### Track usage over the die, run 1

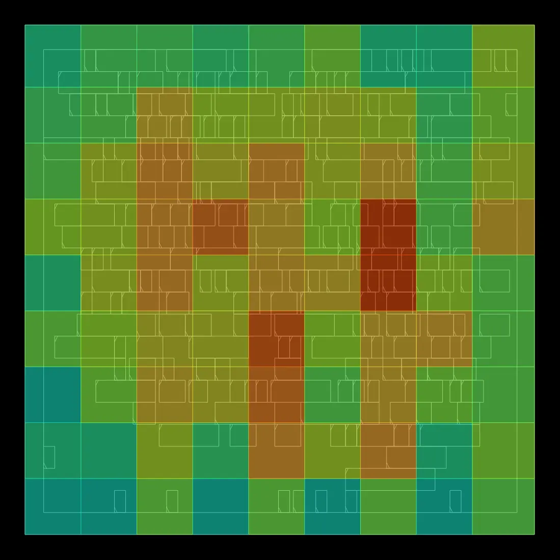
### The metal 2 layer, run 1

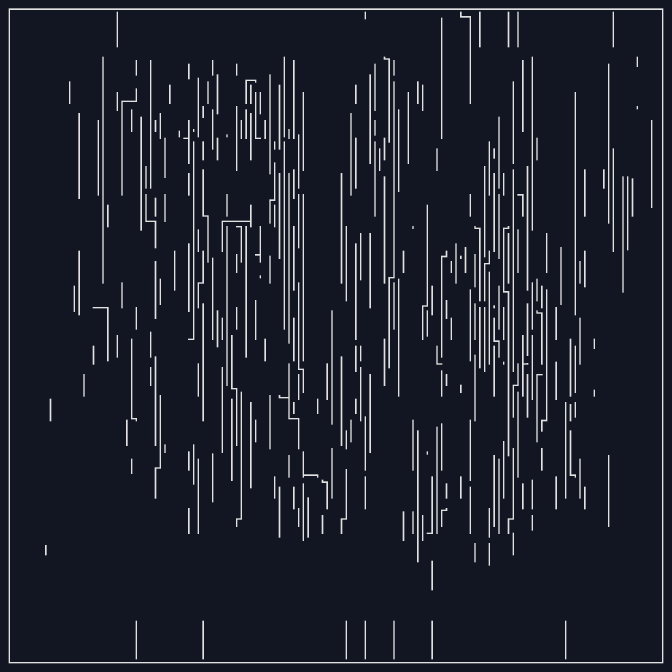
### Wiring by layer, run 1

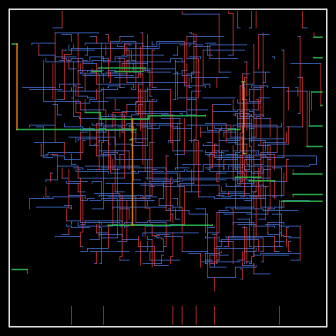
==> src/rtl/gtx_recover_ctrl.sv <==
// Per-lane GTX recovery controller: timed reset, bounded ready wait, settle holdoff, then arm the detector.
// Optional GTX_RECOVER_CNT_EN builds the 16-bit saturating recovery counter; otherwise recover_cnt is 0.
module gtx_recover_ctrl #(
   parameter int unsigned RST_CYCLES     = 32,
   parameter int unsigned READY_TIMEOUT  = 156250,
   parameter int unsigned HOLDOFF_CYCLES = 256,
   parameter int unsigned MAX_RETRY      = 3
) (
   input  logic        clk,
   input  logic        rst_in,
   input  logic        enable,
   input  logic        request,
   input  logic        gtx_ready,
   output logic        det_start,
   output logic        gtx_reset,
   output logic        busy,
   output logic        fail,
   output logic [15:0] recover_cnt
);

   localparam logic [23:0] RST_LAST  = 24'(RST_CYCLES - 1);
   localparam logic [23:0] TO_LAST   = 24'(READY_TIMEOUT - 1);
   localparam logic [23:0] HOLD_LAST = 24'(HOLDOFF_CYCLES - 1);
   localparam logic [3:0]  RETRY_MAX = 4'(MAX_RETRY);

   typedef enum logic [2:0] {
      S_IDLE, S_RESET, S_WAIT, S_HOLD, S_MON, S_FAIL
   } state_t;

   state_t      state, state_nx;
   logic [23:0] timer, timer_nx;
   logic [3:0]  retry, retry_nx;

   always_ff @(posedge clk) begin
      if (rst_in) begin
         state     <= S_IDLE;
         timer     <= '0;
         retry     <= '0;
         det_start <= 1'b0;
         gtx_reset <= 1'b0;
         busy      <= 1'b0;
         fail      <= 1'b0;
      end else begin
         state     <= state_nx;
         timer     <= timer_nx;
         retry     <= retry_nx;
         // outputs track the state being entered, so they line up with the state register
         det_start <= (state_nx == S_MON);
         gtx_reset <= (state_nx == S_RESET);
         busy      <= (state_nx == S_RESET) || (state_nx == S_WAIT) || (state_nx == S_HOLD);
         fail      <= (state_nx == S_FAIL);
      end
   end

   always_comb begin
      state_nx = state;
      timer_nx = timer + 24'd1;
      retry_nx = retry;
      case (state)
         S_IDLE: begin
            timer_nx = '0;
            retry_nx = '0;
            if (enable) state_nx = S_RESET;
         end
         S_RESET: begin
            if (timer == RST_LAST) begin
               state_nx = S_WAIT;
               timer_nx = '0;
            end
         end
         S_WAIT: begin
            if (gtx_ready) begin
               state_nx = S_HOLD;
               timer_nx = '0;
               retry_nx = '0;
            end else if (timer == TO_LAST) begin
               retry_nx = retry + 4'd1;
               timer_nx = '0;
               state_nx = (retry + 4'd1 == RETRY_MAX) ? S_FAIL : S_RESET;
            end
         end
         S_HOLD: begin
            if (!gtx_ready) begin
               state_nx = S_WAIT;
               timer_nx = '0;
            end else if (timer == HOLD_LAST) begin
               state_nx = S_MON;
               timer_nx = '0;
            end
         end
         S_MON: begin
            timer_nx = '0;
            if (request || !gtx_ready) state_nx = S_RESET;
         end
         S_FAIL:  timer_nx = '0;
         default: state_nx = S_IDLE;
      endcase
      if (!enable) begin
         state_nx = S_IDLE;
         timer_nx = '0;
         retry_nx = '0;
      end
   end

`ifdef GTX_RECOVER_CNT_EN
   logic [15:0] cnt_q;
   logic        cnt_inc;

   assign cnt_inc = enable && (state == S_MON) && (request || !gtx_ready);

   always_ff @(posedge clk) begin
      if (rst_in)
         cnt_q <= '0;
      else if (cnt_inc && cnt_q != 16'hFFFF)
         cnt_q <= cnt_q + 16'd1;
   end

   assign recover_cnt = cnt_q;
`else
   assign recover_cnt = 16'h0000;
`endif

endmodule

==> config.mk <==
export PLATFORM = sky130hd
export DESIGN_NAME = gtx_recover_ctrl
export DESIGN_NICKNAME = d
export VERILOG_FILES = /design/src/rtl/gtx_recover_ctrl.sv
export SDC_FILE = /design/constraint.sdc
export NUM_CORES = 1
export LEC_CHECK = 0
export CORE_MARGIN = 2
export CORE_UTILIZATION = 54
export CTS_CLUSTER_SIZE = 16
export DETAILED_ROUTE_END_ITERATION = 7
export PLACE_DENSITY = 0.79
export RECOVER_POWER = 50
export SKIP_LAST_GASP = 1
export SYNTH_ARGS = -nofsm -noshare
export SYNTH_HDL_FRONTEND = slang
export SYNTH_SLANG_ARGS = --single-unit
==> constraint.sdc <==
create_clock -name clk -period 2.15 [get_ports clk]
set_input_delay 0.43 -clock clk [delete_from_list [all_inputs] [get_ports clk]]
set_output_delay 0.43 -clock clk [all_outputs]
set_load 0.05 [all_outputs]
==> results_slide.txt, run 1 <==
Flow Results at a Glance

Place
  • PortBufs: 8
  • Pre-CTS setup slack: 0.0104 ns
  • Half-perimeter wire length after placement: 2470 µm
  • Post-DP Area: 1970 µm²
  • GPL Wtd Cong: 0.895

Final timing
  • Fin crit period: 2.05 ns
  • Fin crit share: 95.1%
  • Hold Vio Cnt, Final: 0
  • Worst slew pin tran: 0.514 ns
  • Slew Viols, Final: 0
  • Final setup fails: 0
  • RSZ-0062 raised after global routing: no
  • Clk_skew: 0.0141 ns
  • Normalized max-slew margin: 65.6%
  • Setup ws final: 0.104 ns
  • Fmax: 489 MHz
  • Setup_tns: 0 ns

Clocking
  • CTS tree: built
  • CTS Buffer Depth: 2
  • Clk latency late pin: 0.34 ns
  • CTS clk-pin slew, worst paths: 0.12 ns
  • Postcts setup bufs: 0
  • CTS resizes: 0
  • CTS Buf Count: 5
  • Post-CTS Hold Buffers: 0
  • # clock sinks: 35
  • H-tree Lvls: 2
  • CTS Root Cell: clkbuf_4

Cells and area
  • Final nets: 240
  • Share of cells above drive strength 1: 10.3%
  • Synth-to-Final Area Change: 8.89%
  • ANT cells: 0
  • Fin area: 2040 µm²

Power
  • Pwr Total: 1.24 mW
  • Maximum vdd drop: 409 µV
  • Pleak: 0.730 nW
  • PwrDens: 607 nW/µm²

Yosys
  • Syn Inst Count: 217
  • Yosys cell types: 43
  • Register area share after synthesis: 37.4%
  • EDFF count, synth: 0
  • Flops out of synthesis: 35
  • Yosys chip area: 1870 µm²
  • Asr flop ratio synth: 0%
  • Yosys warning count: 0
  • Post-synth top flop: dfxtp_1
  • Netlist Area Pre-Place: 1870 µm²
  • Post-Syn Area per Cell: 8.63 µm²
  • # Cells Yosys: 217

Routing
  • Per-cell routed wire length: 12.1 µm
  • Post-Route WL: 3370 µm
  • Vias/cell: 5.24
  • DRC: 0
  • Vias: 1,456
  • First drt pass iteration count: 4
  • Drt initial violations: 101
  • Antenna-violating nets left: 0

Global routing
  • Antenna violations before repair: 0
  • Number of global-route vias before repair: 1,364
  • Largest net degree at the start of global routing: 25
  • Grt total ovfl: 0
  • First-pass GRT wire length: 6100 µm
  • GRT Total Usage: 18.9%

Setup path
  • Worst setup SP type: flip-flop
  • CP Capture Type: flip-flop
  • Worst Path Required: 2.45 ns
  • Worst path arrival time: 2.35 ns
  • Crit-path max FO: 6
  • Setup CP Type: flip-flop to flip-flop

Die
  • Ports: 25
  • FP Util: 56.1%
  • Die height: 62.9 µm
  • Die width: 62.9 µm
  • CORE AREA: 3340 µm²
  • Die ar.: 3950 µm²
  • Num rows: 21

Job
  • OpenROAD warnings: 28
  • Maxcap violations: 0

Hold path
  • Worst min path class: flip-flop to flip-flop

Status
  • Status: finished, final reports clean
-- 'Track usage over the die' (at the start) --
global routing's busiest layer: met2
met2 usage: 29.1%

-- 'The metal 2 layer' (at the start) --
wire length on this layer	1,510 µm
main direction	vertical
nets with wire on the layer	198
share of all routed wire	45%

-- 'Wiring by layer' (at the start) --
color	layer	wire length
orange	metal 4	52.4 µm
green	metal 3	135 µm
red	metal 2	1,510 µm
blue	metal 1	1,670 µm

-- run 1: critical path: stages, from the launching register on --
cell       delay, ns
dfxtp_1         0.46
nand2_2         0.11
or4_4           0.57
nor4_1          0.32
or3b_2          0.20
a2bb2oi_1       0.20
and2_1          0.15
-- run 1: cell type report --
type / count / area, µm²
clock buffer: 5 / 37.5
clock inverter: 3 / 43.8
fill: 317 / 1300
inverter: 5 / 18.8
multi-input combinational: 172 / 1060
sequential: 35 / 701
tap: 46 / 57.6
timing repair buffer: 12 / 123
-- run 1: path summary, 6_finish.rpt --
| path | start | to | slack [ns] | cells past startpoint |
|---|---|---|---|---|
| max reg2reg | timer[13] | det_start | 0.10 | 6 |
| min reg2reg | retry[3] | retry[3] | 0.47 | 2 |
| min | retry[3] | retry[3] | 0.47 | 2 |
| max | timer[13] | det_start | 0.10 | 6 |
-- run 1: flip-flops by register name, indices dropped and copies added (netlist names) --
signal / flops
gtx_reset: 1
fail: 1
busy: 1
det_start: 1
retry: 4
state: 3
timer: 24
-- run 1: placed cells by master (no fill, tap or decap), types with 2 or more instances in the layout --
cell type and count:
conb_1 16, xnor2_1 12, nor4_2 2, ha_1 4
and3_1 5, dlygate4sd3_1 4, nand2_1 14, and4_1 6
o211ai_1 4, a21oi_1 5, dfxtp_1 35, nand2b_1 2
inv_1 5, nand3_1 8, nor4_1 3, nor2_1 38
and2_1 5, nand4_1 6, clkdlybuf4s50_1 4, xor2_1 11
buf_4 3, or3_1 2, nor3_1 8, clkbuf_4 5
o21ai_1 2
-- run 1: per-layer routing --
metal  wire, µm  up-vias  share of wire, %  track usage (%)
li1           -      748                 -                -
met3        134        7               4.0             5.05
met2       1510       30                45             29.1
met4         52        0               1.5             6.67
met5          0        -                 0                0
met1       1670      671                50             25.5
-- run 1: per-stage QoR --
stage | util, % | hold slack [ns] | std cells
final | 61.1 | 0.474 | 278
after floorplan | - | 0.430 | 232
after detailed placement | 59.0 | 0.460 | 270
after global routing | 61.1 | 0.505 | 278
after global placement | 59.0 | 0.451 | 270
after CTS | 61.5 | 0.477 | 278
-- run 1: cells by family after synthesis --
logic type | share of synthesized area [%]
other | 0.200
AOI/OAI and AO/OA | 7.55
adders and majority gates | 2.67
and+or+nand+nor | 33.0
buffers and inverters | 8.42
xor gates and xnor gates | 10.8
DFF | 37.4
-- run 1: synthesized netlist by cell type (2+ instances only) --
library cell	count	area, µm²
nand2_2	2	12.5
nand3_1	8	40.0
xnor2_1	12	105
dfxtp_1	35	701
nor4_1	3	18.8
inv_1	5	18.8
ha_1	4	50.1
nand2_1	13	48.8
or3_1	2	12.5
and3_1	5	31.3
o211ai_1	4	30.0
nor2_1	38	143
nand2b_1	2	12.5
buf_4	16	120
and2_1	5	31.3
xor2_1	11	96.3
a21oi_1	5	25.0
o21ai_2	2	17.5
buf_2	3	15.0
and4_1	6	52.6
nand4_1	6	37.5
nor3_1	8	40.0
nor4_2	2	25.0
-- run 1: power by group --
| group | internal, mW | total (mW) | switching [mW] | leakage (nW) |
|---|---|---|---|---|
| Combinational | 0.0198 | 0.109 | 0.0897 | 0.402 |
| Clock | 0.245 | 0.474 | 0.229 | 0.0452 |
| Sequential | 0.652 | 0.655 | 0.00266 | 0.283 |
==> run 2, diff against run 1 <==
Settings changed: HOLD_SLACK_MARGIN set to 0.12.
==> run 2 against run 1 <==
Maximum frequency did not move. Highest routed layer unchanged. Critical path type unchanged. Wire length stayed put. Via count did not move. Critical path depth stayed put. Non-clock buffer count unchanged. Critical endpoint unchanged.
==> results_slide.txt, run 2 <==
Flow Results at a Glance

Status
  • Status: finished, final reports clean (unchanged)

Routing
  • Vias/cell: 5.24 (unchanged)
  • Antenna-violating nets left: 0 (unchanged)
  • First drt pass iteration count: 4 (unchanged)
  • Post-Route WL: 3370 µm (unchanged)
  • Drt initial violations: 101 (unchanged)
  • Vias: 1,456 (unchanged)
  • Per-cell routed wire length: 12.1 µm (unchanged)
  • Metal-1 WL: 1670 µm (unchanged)
  • DRC: 0 (unchanged)

Final timing
  • Hold Vio Cnt, Final: 0 (unchanged)
  • Normalized max-slew margin: 65.6% (unchanged)
  • Final setup fails: 0 (unchanged)
  • RSZ-0062 raised after global routing: no (unchanged)
  • Fmax: 489 MHz (unchanged)
  • Hold slack: 0.474 ns (unchanged)
  • Setup ws final: 0.104 ns (unchanged)
  • Fin crit share: 95.1% (unchanged)
  • Clk_skew: 0.0141 ns (unchanged)
  • Worst slew pin tran: 0.514 ns (unchanged)

Setup path
  • Buf+Inv Stages, Crit Path: 0 (unchanged)
  • CP Capture Type: flip-flop (unchanged)
  • R2R Setup Slk: 0.10 ns (about the same)
  • Reg2reg start: timer[13] (unchanged)
  • Max incr delay on CP: 0.57 ns (about the same)
  • Worst setup SP type: flip-flop (unchanged)
  • Worst Path Required: 2.45 ns (about the same)
  • Cell family with most CP delay: simple AND/OR/NAND/NOR gates (unchanged)
  • Worst R2R End: det_start (unchanged)
  • FF-to-FF path depth: 6 (unchanged)
  • CP Cell Sequence: nand2_2, or4_4, nor4_1, or3b_2, a2bb2oi_1, and2_1 (unchanged)
  • Slowest CP cell: or4_4 (unchanged)
  • Crit-path max FO: 6 (unchanged)
  • Setup CP Type: flip-flop to flip-flop (unchanged)

Power
  • Int Power: 0.916 mW (unchanged)
  • Sequential Power Share: 52.9% (about the same)
  • Pwr Total: 1.24 mW (unchanged)
  • Pleak: 0.730 nW (unchanged)
  • Maximum vdd drop: 409 µV (unchanged)
  • Combinational power share: 8.8% (about the same)
  • PwrDens: 607 nW/µm² (unchanged)
  • Sw Share: 26.0% (unchanged)

Clocking
  • Postcts setup bufs: 0 (unchanged)
  • CTS resizes: 0 (unchanged)
  • CTS Buffer Depth: 2 (unchanged)
  • H-tree Lvls: 2 (unchanged)
  • CTS Buf Count: 5 (unchanged)
  • CTS clk-pin slew, worst paths: 0.12 ns (about the same)
  • # clock sinks: 35 (unchanged)
  • Post-CTS Hold Buffers: 0 (unchanged)
  • CTS tree: built (unchanged)

Job
  • Maxcap violations: 0 (unchanged)

Cells and area
  • Synth-to-Final Area Change: 8.89% (unchanged)
  • ANT cells: 0 (unchanged)
  • Reg with most FFs: timer (unchanged)
  • Top cells excl fill/tap: nor2_1, dfxtp_1, conb_1 (unchanged)
  • Layout Cells excl Fill: 278 (unchanged)
  • Share of cells above drive strength 1: 10.3% (unchanged)
  • Max FFs per register: 24 (unchanged)
  • Final nets: 240 (unchanged)
  • Fin area: 2040 µm² (unchanged)
  • Final Util: 61.1% (unchanged)
  • Commonest Layout Cell: nor2_1 (unchanged)

Global routing
  • Grt total ovfl: 0 (unchanged)
  • Number of global-route vias before repair: 1,364 (unchanged)
  • GRT Total Usage: 18.9% (unchanged)
  • First-pass GRT wire length: 6100 µm (unchanged)
  • Largest net degree at the start of global routing: 25 (unchanged)

Yosys
  • Post-synth top flop: dfxtp_1 (unchanged)
  • Leading area contributor after synthesis: dfxtp_1 (unchanged)
  • Most common cell in the netlist: nor2_1 (unchanged)
  • Yosys warning count: 0 (unchanged)
  • Post-Syn Area per Cell: 8.63 µm² (unchanged)
  • # Cells Yosys: 217 (unchanged)
  • Register area share after synthesis: 37.4% (unchanged)
  • Top area cell types: dfxtp_1, nor2_1, buf_4 (unchanged)
  • Netlist Area Pre-Place: 1870 µm² (unchanged)
  • EDFF count, synth: 0 (unchanged)
  • Commonest cells in the netlist: nor2_1, dfxtp_1, buf_4 (unchanged)
  • Yosys chip area: 1870 µm² (unchanged)
  • Yosys cell types: 43 (unchanged)

Die
  • Ports: 25 (unchanged)
  • FP Util: 56.1% (unchanged)
  • Num rows: 21 (unchanged)
  • Die height: 62.9 µm (unchanged)
  • Die width: 62.9 µm (unchanged)
  • CORE AREA: 3340 µm² (unchanged)
  • Die ar.: 3950 µm² (unchanged)

Place
  • GPL Wtd Cong: 0.895 (unchanged)
  • DP Cell Count: 270 (unchanged)
  • Pre-CTS setup slack: 0.0104 ns (unchanged)
  • Post-DP Area: 1970 µm² (unchanged)

Hold path
  • Worst min path class: flip-flop to flip-flop (unchanged)
  • Worst hold start: retry[3] (unchanged)
  • Hold EP: retry[3] (unchanged)
  • Hold Path Stages: 2 (unchanged)
## run 2: cell counts after synthesis
Identical to the previous run, type by type.
## run 2: kinds of logic (layout without fill, tap and decap cells)
kind of cell / count (synthesis) / after routing / synth area share [%]
AND/OR/NAND/NOR: 110 / 110 / 33.0
flip-flops: 35 / 35 / 37.4
adder cells (fa/ha/maj): 4 / 4 / 2.67
other: 1 / 16 / 0.200
buffers and inverters: 25 / 25 / 8.42
XOR/XNOR: 23 / 23 / 10.8
AND-OR/OR-AND: 19 / 19 / 7.55
## run 2: power by group through the flow
stage                     registers (mW)  logic (mW)  clock network [mW]
after detailed placement           0.669       0.111                   0
after CTS                          0.655       0.112               0.490
after global routing               0.655       0.115               0.516
after global placement             0.670       0.112                   0
after floorplan                    0.677       0.106                   0
final                              0.655       0.109               0.474
## run 2: worst register-to-register path, delay by kind of cell (launching register included)
kind | cells | cell delay, ns
flops | 1 | 0.46
simple gates | 5 | 1.35
compound gates | 1 | 0.20
## run 2: final cells by class
cell class                      count  area [µm²]
Clock buffer                        5        37.5
Multi-Input combinational cell    172        1060
Sequential cell                    35         701
Fill cell                         317        1300
Clock inverter                      3        43.8
Tap cell                           46        57.6
Inverter                            5        18.8
Timing Repair Buffer               12         123
## run 2: worst max-delay path by stage
stage | startpoint | end | slack, ns | depth (start not counted)
after detailed placement | gtx_ready | state[1] | 0.01 | 7
final | timer[13] | det_start | 0.10 | 6
after CTS | timer[13] | det_start | 0.15 | 6
after global placement | gtx_ready | state[1] | 0.07 | 7
after global routing | timer[0] | det_start | 0.02 | 7
after floorplan | timer[0] | timer[16] | 0.23 | 9
## run 2: metal layers
metal / track usage, % / vias to the layer above
met5: 0 / -
met4: 6.67 / 0
met3: 5.05 / 7
li1: - / 748
met2: 29.1 / 30
met1: 25.5 / 671
### Placement density heat map, run 2

6 x 6 tiles, from white (low) to dark blue (high), 0 to 100% covered.
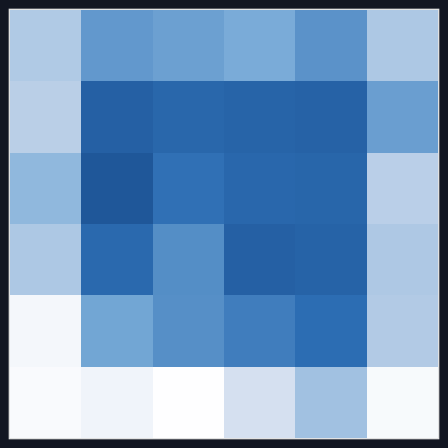
fullest tile	84%
nearly empty tiles	2.8%
emptiest ninth of the die	bottom left

==> run 3, diff against run 2 <==
--- a/config.mk
+++ b/config.mk
@@ -10,4 +10,5 @@
 export CTS_CLUSTER_SIZE = 16
 export DETAILED_ROUTE_END_ITERATION = 7
+export GPL_TIMING_DRIVEN = 0
 export HOLD_SLACK_MARGIN = 0.12
 export PLACE_DENSITY = 0.79
==> constraint.sdc (replaced) <==
create_clock -name clk -period 2.15 [get_ports clk]
set_input_delay 0.3225 -clock clk [delete_from_list [all_inputs] [get_ports clk]]
set_output_delay 0.3225 -clock clk [all_outputs]
set_load 0.05 [all_outputs]
==> run 3 against run 2 <==
Critical path type unchanged. Core utilization is 4.6 points higher. Flip-flop count stayed put. Sequential power hardly changed. Critical path depth is 3 higher. Global-route usage is 0.41 points lower. Combinational power is 25% higher. Hold slack better by 0.00094 ns. Non-clock buffer count is 17 higher. Synthesized cell count stayed put. Clock skew is 0.0016 ns lower. Largest power group unchanged. First-iteration DRC count is 44% lower. Highest routed layer unchanged.
==> results_slide.txt, run 3 <==
Flow Results at a Glance

Status
  • Status: finished, final reports clean (unchanged)

Setup path
  • CP Capture Type: flip-flop (unchanged)
  • FF-to-FF path depth: 9 (was 6)
  • Setup CP Type: flip-flop to flip-flop (unchanged)
  • Worst setup SP type: flip-flop (unchanged)
  • Worst path arrival time: 2.28 ns (was 2.35 ns)
  • Crit-path max FO: 10 (was 6)
  • R2R Setup Slk: 0.13 ns (was 0.10 ns)
  • Worst Path Required: 2.40 ns (was 2.45 ns)

Power
  • Int Power: 0.885 mW (was 0.916 mW)
  • Sw Share: 27.2% (was 26.0%)
  • Maximum vdd drop: 451 µV (was 409 µV)
  • Clock power share: 34.9% (was 38.3%)
  • Sequential Power Share: 53.9% (was 52.9%)
  • PwrDens: 554 nW/µm² (was 607 nW/µm²)
  • Pleak: 0.817 nW (was 0.730 nW)
  • Sw power: 0.331 mW (was 0.322 mW)

Place
  • GPL Wtd Cong: 0.833 (was 0.895)
  • DP Cell Count: 286 (was 270)
  • PortBufs: 8 (unchanged)
  • Half-perimeter wire length after placement: 2450 µm (was 2470 µm)

Hold path
  • Worst min path class: flip-flop to flip-flop (unchanged)

Routing
  • Antenna-violating nets left: 0 (unchanged)
  • First drt pass iteration count: 5 (was 4)
  • Vias: 1,515 (was 1,456)
  • Post-Route WL: 3440 µm (was 3370 µm)
  • Vias/cell: 5.14 (was 5.24)

Final timing
  • Hold Vio Cnt, Final: 0 (unchanged)
  • Clk_skew: 0.0126 ns (was 0.0141 ns)
  • Fmax: 494 MHz (was 489 MHz)
  • Fin crit period: 2.02 ns (was 2.05 ns)
  • Hold slack: 0.475 ns (was 0.474 ns)
  • Fin crit share: 94.2% (was 95.1%)
  • Final setup fails: 0 (unchanged)
  • RSZ-0062 raised after global routing: no (unchanged)
  • Normalized max-slew margin: 66.6% (was 65.6%)
  • Worst slew pin tran: 0.499 ns (was 0.514 ns)

Cells and area
  • Synth-to-Final Area Change: 17.2% (was 8.89%)
  • ANT cells: 0 (unchanged)
  • Reg with most FFs: timer (unchanged)
  • Commonest Layout Cell: nor2_1 (unchanged)
  • Flop area: 703 µm² (was 701 µm²)
  • Final nets: 257 (was 240)
  • Top cells excl fill/tap: nor2_1, dfxtp_1, buf_4 (was nor2_1, dfxtp_1, conb_1)
  • FILL cells: 316 (was 317)
  • Share of cells above drive strength 1: 18.5% (was 10.3%)
  • Max FFs per register: 24 (unchanged)
  • Comb area: 1100 µm² (was 1060 µm²)
  • Layout Cells excl Fill: 295 (was 278)

Global routing
  • GRT Total Usage: 18.5% (was 18.9%)
  • Antenna violations before repair: 0 (unchanged)
  • Largest net degree at the start of global routing: 12 (was 25)
  • Grt total ovfl: 0 (unchanged)
  • Number of global-route vias before repair: 1,372 (was 1,364)
  • First-pass GRT wire length: 5730 µm (was 6100 µm)

Clocking
  • CTS tree: built (unchanged)
  • CTS Buf Count: 5 (unchanged)
  • # clock sinks: 35 (unchanged)
  • Clk latency late pin: 0.36 ns (was 0.34 ns)
  • H-tree Lvls: 2 (unchanged)
  • CTS Buffer Depth: 2 (unchanged)
  • CTS clk-pin slew, worst paths: 0.11 ns (was 0.12 ns)
  • CTS Root Cell: clkbuf_4 (unchanged)
  • Post-CTS Hold Buffers: 0 (unchanged)

Yosys
  • Post-Syn Area per Cell: 8.63 µm² (unchanged)
  • # Cells Yosys: 217 (unchanged)
  • Yosys cell types: 43 (unchanged)
  • Syn Inst Count: 217 (unchanged)
  • Commonest cells in the netlist: nor2_1, dfxtp_1, buf_4 (unchanged)
  • Post-synth top flop: dfxtp_1 (unchanged)
  • Top cell area share: 37.4% (unchanged)
  • Yosys warning count: 0 (unchanged)
  • Leading area contributor after synthesis: dfxtp_1 (unchanged)
  • Yosys chip area: 1870 µm² (unchanged)
  • Netlist Area Pre-Place: 1870 µm² (unchanged)
  • Asr flop ratio synth: 0% (unchanged)
  • EDFF count, synth: 0 (unchanged)
  • Top area cell types: dfxtp_1, nor2_1, buf_4 (unchanged)
  • Register area share after synthesis: 37.4% (unchanged)
  • Most common cell in the netlist: nor2_1 (unchanged)

Die
  • FP Util: 56.1% (unchanged)
  • Num rows: 21 (unchanged)
  • Die ar.: 3950 µm² (unchanged)
  • CORE AREA: 3340 µm² (unchanged)
  • Die height: 62.9 µm (unchanged)
  • Ports: 25 (unchanged)

Job
  • Maxcap violations: 0 (unchanged)
[run 3: repair_timing]
| action | CTS | global route |
|---|---|---|
| cloned | 0 | 0 |
| pin swaps | 1 | 1 |
| setup buffers | 1 | 0 |
| endpoints found under the setup margin | 20 | 29 |
| resized | 2 | 10 |
[run 3: metal layers]
layer / GRT usage (%) / routed length (µm) / vias to the layer above
li1: - / - / 777
met1: 21.5 / 1530 / 701
met2: 30.5 / 1670 / 29
met3: 4.50 / 158 / 8
met4: 11.7 / 76 / 0
met5: 0 / 0 / -
[run 3: worst paths after layout]
path,start,endpoint
setup reg to reg,timer[0],timer[6]
hold / removal,retry[3],retry[3]
hold reg to reg,retry[3],retry[3]
setup / recovery,timer[0],timer[6]
[run 3: layout make-up]
cell class | count | share of cell area [%]
Sequential cell | 35 | 32.1
Clock buffer | 7 | 2.97
Buffer | 20 | 6.90
Multi-Input combinational cell | 172 | 50.3
Clock inverter | 1 | 0.342
Timing Repair Buffer | 9 | 3.99
Inverter | 5 | 0.856
Tap cell | 46 | 2.62
[run 3: power by group through the flow]
| stage | clock (mW) | sequential (mW) | combinational, mW |
|---|---|---|---|
| floorplan | 0 | 0.677 | 0.106 |
| global placement | 0 | 0.670 | 0.133 |
| detailed placement | 0 | 0.670 | 0.133 |
| CTS | 0.431 | 0.655 | 0.134 |
| global route | 0.460 | 0.656 | 0.143 |
| finish | 0.424 | 0.655 | 0.136 |
[run 3: kinds of logic after synthesis]
| kind of cell | share of synthesized area [%] |
|---|---|
| simple gates | 33.0 |
| flops | 37.4 |
| buf+inv | 8.42 |
| xor+xnor | 10.8 |
| compound gates | 7.55 |
| fa+ha+maj | 2.67 |
| other cells | 0.200 |
[run 3: worst max-delay path, cell delays in order, from the launching register on]
cell and delay [ns]:
dfxtp_2 0.39, ha_4 0.17, and4_1 0.24, and4_1 0.19, buf_2 0.19, a31o_2 0.22
nor2_2 0.05, o21ai_2 0.25, buf_6 0.18, nor2_1 0.05
[run 3: stage by stage]
step / area, µm² / TNS (ns) / util [%] / power (mW) / setup slack (ns)
after floorplan: 1930 / 0 / - / 0.783 / 0.228
final: 2190 / 0 / 65.7 / 1.22 / 0.125
after global routing: 2190 / 0 / 65.7 / 1.26 / 0.00864
after global placement: 2070 / -0.864 / 61.9 / 0.802 / -0.0616
after CTS: 2150 / 0 / 64.5 / 1.22 / 0.0135
after detailed placement: 2070 / -0.929 / 61.9 / 0.802 / -0.0690
### Track usage over the die, run 3

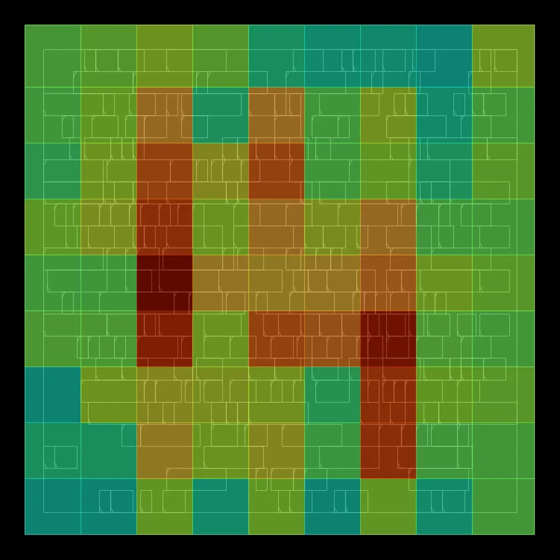
global routing usage on met1: 21.5%
grt met3 use: 4.50%


==> gallery <==
Selected gate families.
picture 1
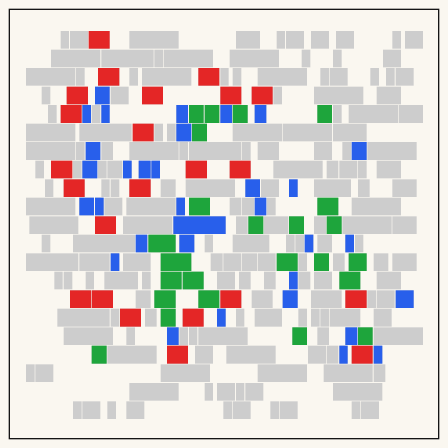
picture 2
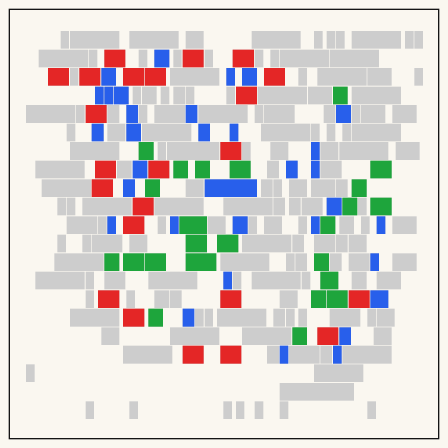
Run 3 is picture 1.
Run 2 is picture 2.

Power and IR drop assume default switching activity.
